### Met4 routing

(2 px per um) Cells faint in the background.
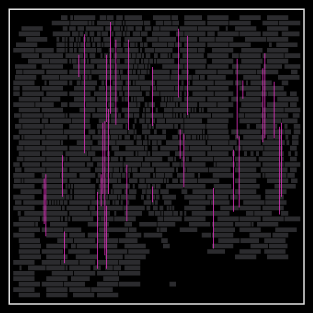
### Metal layers overlaid

(2 px per um)
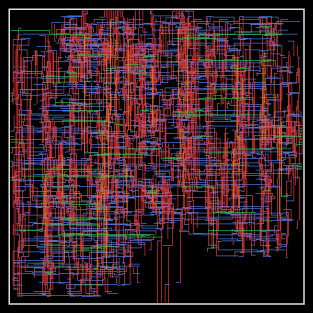
<file path="src/rtl/spi_pkg.sv">
// Shared definitions for the SPI command sequencer: FSM encodings and
// parameter defaults used by the top and its byte FIFOs.
package spi_pkg;

  localparam int DEPTH_DEF = 16;
  localparam int CSDLY_DEF = 2;

  typedef enum logic [3:0] {
    IDLE    = 4'd0,
    CSSETUP = 4'd1,
    LOAD    = 4'd2,
    GO      = 4'd3,
    WAITHI  = 4'd4,
    WAITLO  = 4'd5,
    STORE   = 4'd6,
    CSHOLD  = 4'd7,
    DONE    = 4'd8
  } state_t;

endpackage

</file>
<file path="src/rtl/spi_byte_fifo.sv">
// First-word-fall-through byte FIFO. Writes when full and reads when empty
// are dropped here; the parent flags them as errors.
module spi_byte_fifo
  import spi_pkg::*;
#(
  parameter int DEPTH = DEPTH_DEF
) (
  input  logic       clkin,
  input  logic       rst,
  input  logic       wr,
  input  logic [7:0] din,
  output logic       full,
  input  logic       rd,
  output logic [7:0] dout,
  output logic       empty
);

  localparam int AW = $clog2(DEPTH);

  logic [7:0]    mem [DEPTH];
  logic [AW-1:0] wr_ptr_q, rd_ptr_q;
  logic [AW:0]   count_q;
  logic          do_wr, do_rd;

  assign full  = (count_q == (AW+1)'(DEPTH));
  assign empty = (count_q == '0);
  assign do_wr = wr && !full;
  assign do_rd = rd && !empty;
  // Gate the head so an empty FIFO presents zero rather than stale storage.
  assign dout  = empty ? 8'h00 : mem[rd_ptr_q];

  always_ff @(posedge clkin) begin
    if (do_wr) mem[wr_ptr_q] <= din;
  end

  always_ff @(posedge clkin or posedge rst) begin
    if (rst) begin
      wr_ptr_q <= '0;
      rd_ptr_q <= '0;
      count_q  <= '0;
    end else begin
      if (do_wr) wr_ptr_q <= wr_ptr_q + AW'(1);
      if (do_rd) rd_ptr_q <= rd_ptr_q + AW'(1);
      if (do_wr && !do_rd)      count_q <= count_q + (AW+1)'(1);
      else if (do_rd && !do_wr) count_q <= count_q - (AW+1)'(1);
    end
  end

endmodule

</file>
<file path="src/rtl/spi_seq_ctrl.sv">
// SPI command sequencer: moves cmd_len bytes from the TX FIFO through an
// external byte engine into the RX FIFO, framing them with chip select.
module spi_seq_ctrl
  import spi_pkg::*;
#(
  parameter int DEPTH = DEPTH_DEF,
  parameter int CSDLY = CSDLY_DEF
) (
  input  logic       clkin,
  input  logic       rst,
  input  logic       cmd_valid,
  output logic       cmd_ready,
  input  logic [7:0] cmd_len,
  input  logic       cmd_keepcs,
  input  logic       tx_wr,
  input  logic [7:0] tx_data,
  output logic       tx_full,
  input  logic       rx_rd,
  output logic [7:0] rx_data,
  output logic       rx_empty,
  output logic       busy,
  output logic       done,
  output logic       err,
  input  logic       err_clr,
  input  logic       cspol,
  output logic       cs,
  output logic       spi_go,
  output logic [7:0] spi_dout,
  input  logic       spi_state,
  input  logic [7:0] spi_din
);

  localparam logic [3:0] DLY_LOAD = 4'(CSDLY - 1);

  state_t     state_q, state_d;
  logic [8:0] cnt_q;
  logic [3:0] dly_q;
  logic       keepcs_q, cs_act_q, err_q;
  logic [7:0] dout_q, din_q;
  logic       tx_pop, rx_push, tx_empty, rx_full;
  logic [7:0] tx_head;

  spi_byte_fifo #(.DEPTH(DEPTH)) u_tx_fifo (
    .clkin(clkin), .rst(rst),
    .wr(tx_wr), .din(tx_data), .full(tx_full),
    .rd(tx_pop), .dout(tx_head), .empty(tx_empty)
  );

  spi_byte_fifo #(.DEPTH(DEPTH)) u_rx_fifo (
    .clkin(clkin), .rst(rst),
    .wr(rx_push), .din(din_q), .full(rx_full),
    .rd(rx_rd), .dout(rx_data), .empty(rx_empty)
  );

  always_ff @(posedge clkin or posedge rst) begin
    if (rst) state_q <= IDLE;
    else     state_q <= state_d;
  end

  always_comb begin
    state_d = state_q;
    unique case (state_q)
      IDLE:    if (cmd_valid) state_d = cs_act_q ? LOAD : CSSETUP;
      CSSETUP: if (dly_q == 4'd0) state_d = LOAD;
      LOAD:    if (!tx_empty) state_d = GO;
      GO:      state_d = WAITHI;
      WAITHI:  if (spi_state) state_d = WAITLO;
      WAITLO:  if (!spi_state) state_d = STORE;
      STORE: begin
        if (!rx_full) begin
          if (cnt_q != 9'd1) state_d = LOAD;
          else               state_d = keepcs_q ? DONE : CSHOLD;
        end
      end
      CSHOLD:  if (dly_q == 4'd0) state_d = DONE;
      DONE:    state_d = IDLE;
      default: state_d = IDLE;
    endcase
  end

  always_comb begin
    cmd_ready = (state_q == IDLE);
    busy      = (state_q != IDLE);
    done      = (state_q == DONE);
    spi_go    = (state_q == GO);
    tx_pop    = (state_q == LOAD) && !tx_empty;
    rx_push   = (state_q == STORE) && !rx_full;
  end

  always_ff @(posedge clkin or posedge rst) begin
    if (rst) begin
      cnt_q    <= '0;
      dly_q    <= '0;
      keepcs_q <= 1'b0;
      cs_act_q <= 1'b0;
      dout_q   <= '0;
      din_q    <= '0;
      err_q    <= 1'b0;
    end else begin
      if (state_q == IDLE && cmd_valid) begin
        cnt_q    <= (cmd_len == 8'd0) ? 9'd256 : {1'b0, cmd_len};
        keepcs_q <= cmd_keepcs;
        if (!cs_act_q) cs_act_q <= 1'b1;
      end
      // Both CS timers share one down-counter, loaded on entry.
      if (state_d != state_q && (state_d == CSSETUP || state_d == CSHOLD))
        dly_q <= DLY_LOAD;
      else if ((state_q == CSSETUP || state_q == CSHOLD) && dly_q != 4'd0)
        dly_q <= dly_q - 4'd1;
      if (state_q == CSHOLD && dly_q == 4'd0) cs_act_q <= 1'b0;
      if (tx_pop) dout_q <= tx_head;
      if (state_q == WAITLO && !spi_state) din_q <= spi_din;
      if (rx_push) cnt_q <= cnt_q - 9'd1;
      // A coincident error event wins over the clear.
      if ((tx_wr && tx_full) || (rx_rd && rx_empty)) err_q <= 1'b1;
      else if (err_clr)                              err_q <= 1'b0;
    end
  end

  assign cs       = cs_act_q ? ~cspol : cspol;
  assign spi_dout = dout_q;
  assign err      = err_q;

endmodule
</file>
<file path="config.mk">
export PLATFORM = sky130hd
export DESIGN_NAME = spi_seq_ctrl
export DESIGN_NICKNAME = d
export VERILOG_FILES = /design/src/rtl/spi_pkg.sv /design/src/rtl/spi_byte_fifo.sv /design/src/rtl/spi_seq_ctrl.sv
export SDC_FILE = /design/constraint.sdc
export NUM_CORES = 1
export LEC_CHECK = 0
export CAP_MARGIN = 15
export CORE_UTILIZATION = 65
export CTS_CLUSTER_DIAMETER = 80
export DETAILED_ROUTE_END_ITERATION = 12
export HOLD_SLACK_MARGIN = 0.12
export MAX_ROUTING_LAYER = met4
export PLACE_DENSITY = 0.89
export RECOVER_POWER = 25
export SETUP_SLACK_MARGIN = 0.2
export SKIP_CTS_REPAIR_TIMING = 1
export SLEW_MARGIN = 5
export SYNTH_ARGS = -nofsm -noshare
export SYNTH_HDL_FRONTEND = slang
export SYNTH_HIERARCHICAL = 1
export SYNTH_SLANG_ARGS = --single-unit
</file>
<file path="constraint.sdc">
create_clock -name clkin -period 5.67 [get_ports clkin]
set_input_delay 1.134 -clock clkin [delete_from_list [all_inputs] [get_ports clkin]]
set_output_delay 1.134 -clock clkin [all_outputs]
set_load 0.02 [all_outputs]
</file>
==> run summary <==
yosys + openroad results -> power consumed by the clock network 1.95 mW, layout clock buffer count 43, vias post-DR 7270, part of the Yosys area used for sequential elements 67.99%, arrival time of the worst setup path 3420 ps, endpoint of the worst hold-timing path cnt_q[8], post-route ant nets 0, critical path depth 5, number of cell rows 52, fraction of synthesis flops using an asynchronous set or reset pin 19.50%, cell type of the slowest stage on the worst timing path sky130_fd_sc_hd__dfrtp_2, drt first-iter violations 831, kind of path behind the tightest hold check register to register, CP Data Required Time 4540 ps, Sink Count 318, Final Power 8.090 mW, total buffers and inverters traversed by the critical path 1, critical path endpoint category output port, count of tool warnings 34, Chip Area, Yosys 13590 sq um, Hold Path Cell Cnt 1, Top pwr grp sequential cells, leakage power summed over all cells 5.312 nW, violated checks max-capacitance violations, max-slew violations, total I/O pin count 57, worst slew pin tran 2085 ps, TritonCTS clock tree built, largest stage delay on the critical path 1030 ps, count of max-cap constraint violations 1, Leading cell kind flip-flops and latches, worst setup path start u_rx_fifo/rd_ptr_q[0], endpoint of the most critical setup path rx_data[0], Mapped Area 13590 sq um, remaining design rule violation count 0, met2 usage in global routing 46.87%, placed cell area 14310 sq um, initial antenna violation count 1, Clk Tree Root Cell sky130_fd_sc_hd__clkbuf_16, setup slack on the worst flop-to-flop path 1520 ps, met2 wire length 14740 um, highest fanout seen on the critical path 35, amount of wire on met3 after detailed routing 1474 um, final worst hold slack 504.0 ps, fill cell count 1067, setup repair after global routing missed its margin false, Registers, synthesis 318, post-synthesis compound-gate area fraction 4.466%, GRT Max-Usage Layer met2, net switching fraction of the power 32.81%, worst-case vdd ir drop 0.4219 mV, Tapcells 270, Placed Instances 1070, outcome finished, violations left, portion of total power attributed to sequential cells 45.8%, Top logic family multiplexers, fraction of area in multi-input gates 26.25%, Reg2Reg Launch Point u_tx_fifo/count_q[0], gate count after technology mapping 774, commonest cells in the synthesized netlist sky130_fd_sc_hd__edfxtp_1 (256), sky130_fd_sc_hd__dfrtp_1 (62), sky130_fd_sc_hd__nor2_1 (42), pin count of the biggest net entering global routing 37, fraction of standard cell area that is sequential 60.38%, number of sequential cells 318, final std cell area, no fill 15300 sq um, M1 WL 10590 um, Clk pwr share 24.1%, final number of max-transition violations 37, cell total in the yosys stat output 774, cell breakdown of the critical path mux4_1, mux2_2, o21ai_0, a21oi_1, clkdlybuf4s50_1, number of global-route vias before repair 7564, number of standard cells in the final layout excluding fillers 1130, worst setup slack after layout 1117 ps, share of the clock period used by the worst path 80.29%, portion of netlist area occupied by mux cells 15.84%, later-pin clock latency in the skew report 550 ps, Post-layout nets 891
About 'Met4 routing':
longest straight run: 66.6 um
main direction: vertical
share of all routed wire: 3.8%
wire length on this layer: 1060 um

About 'Metal layers overlaid':
[red] met2 | wire length: 14700 um
[orange] met4 | wire length: 1060 um
[blue] met1 | wire length: 10600 um
[green] met3 | wire length: 1470 um

Power figures rest on the tool's default switching activity, not on a simulated workload.
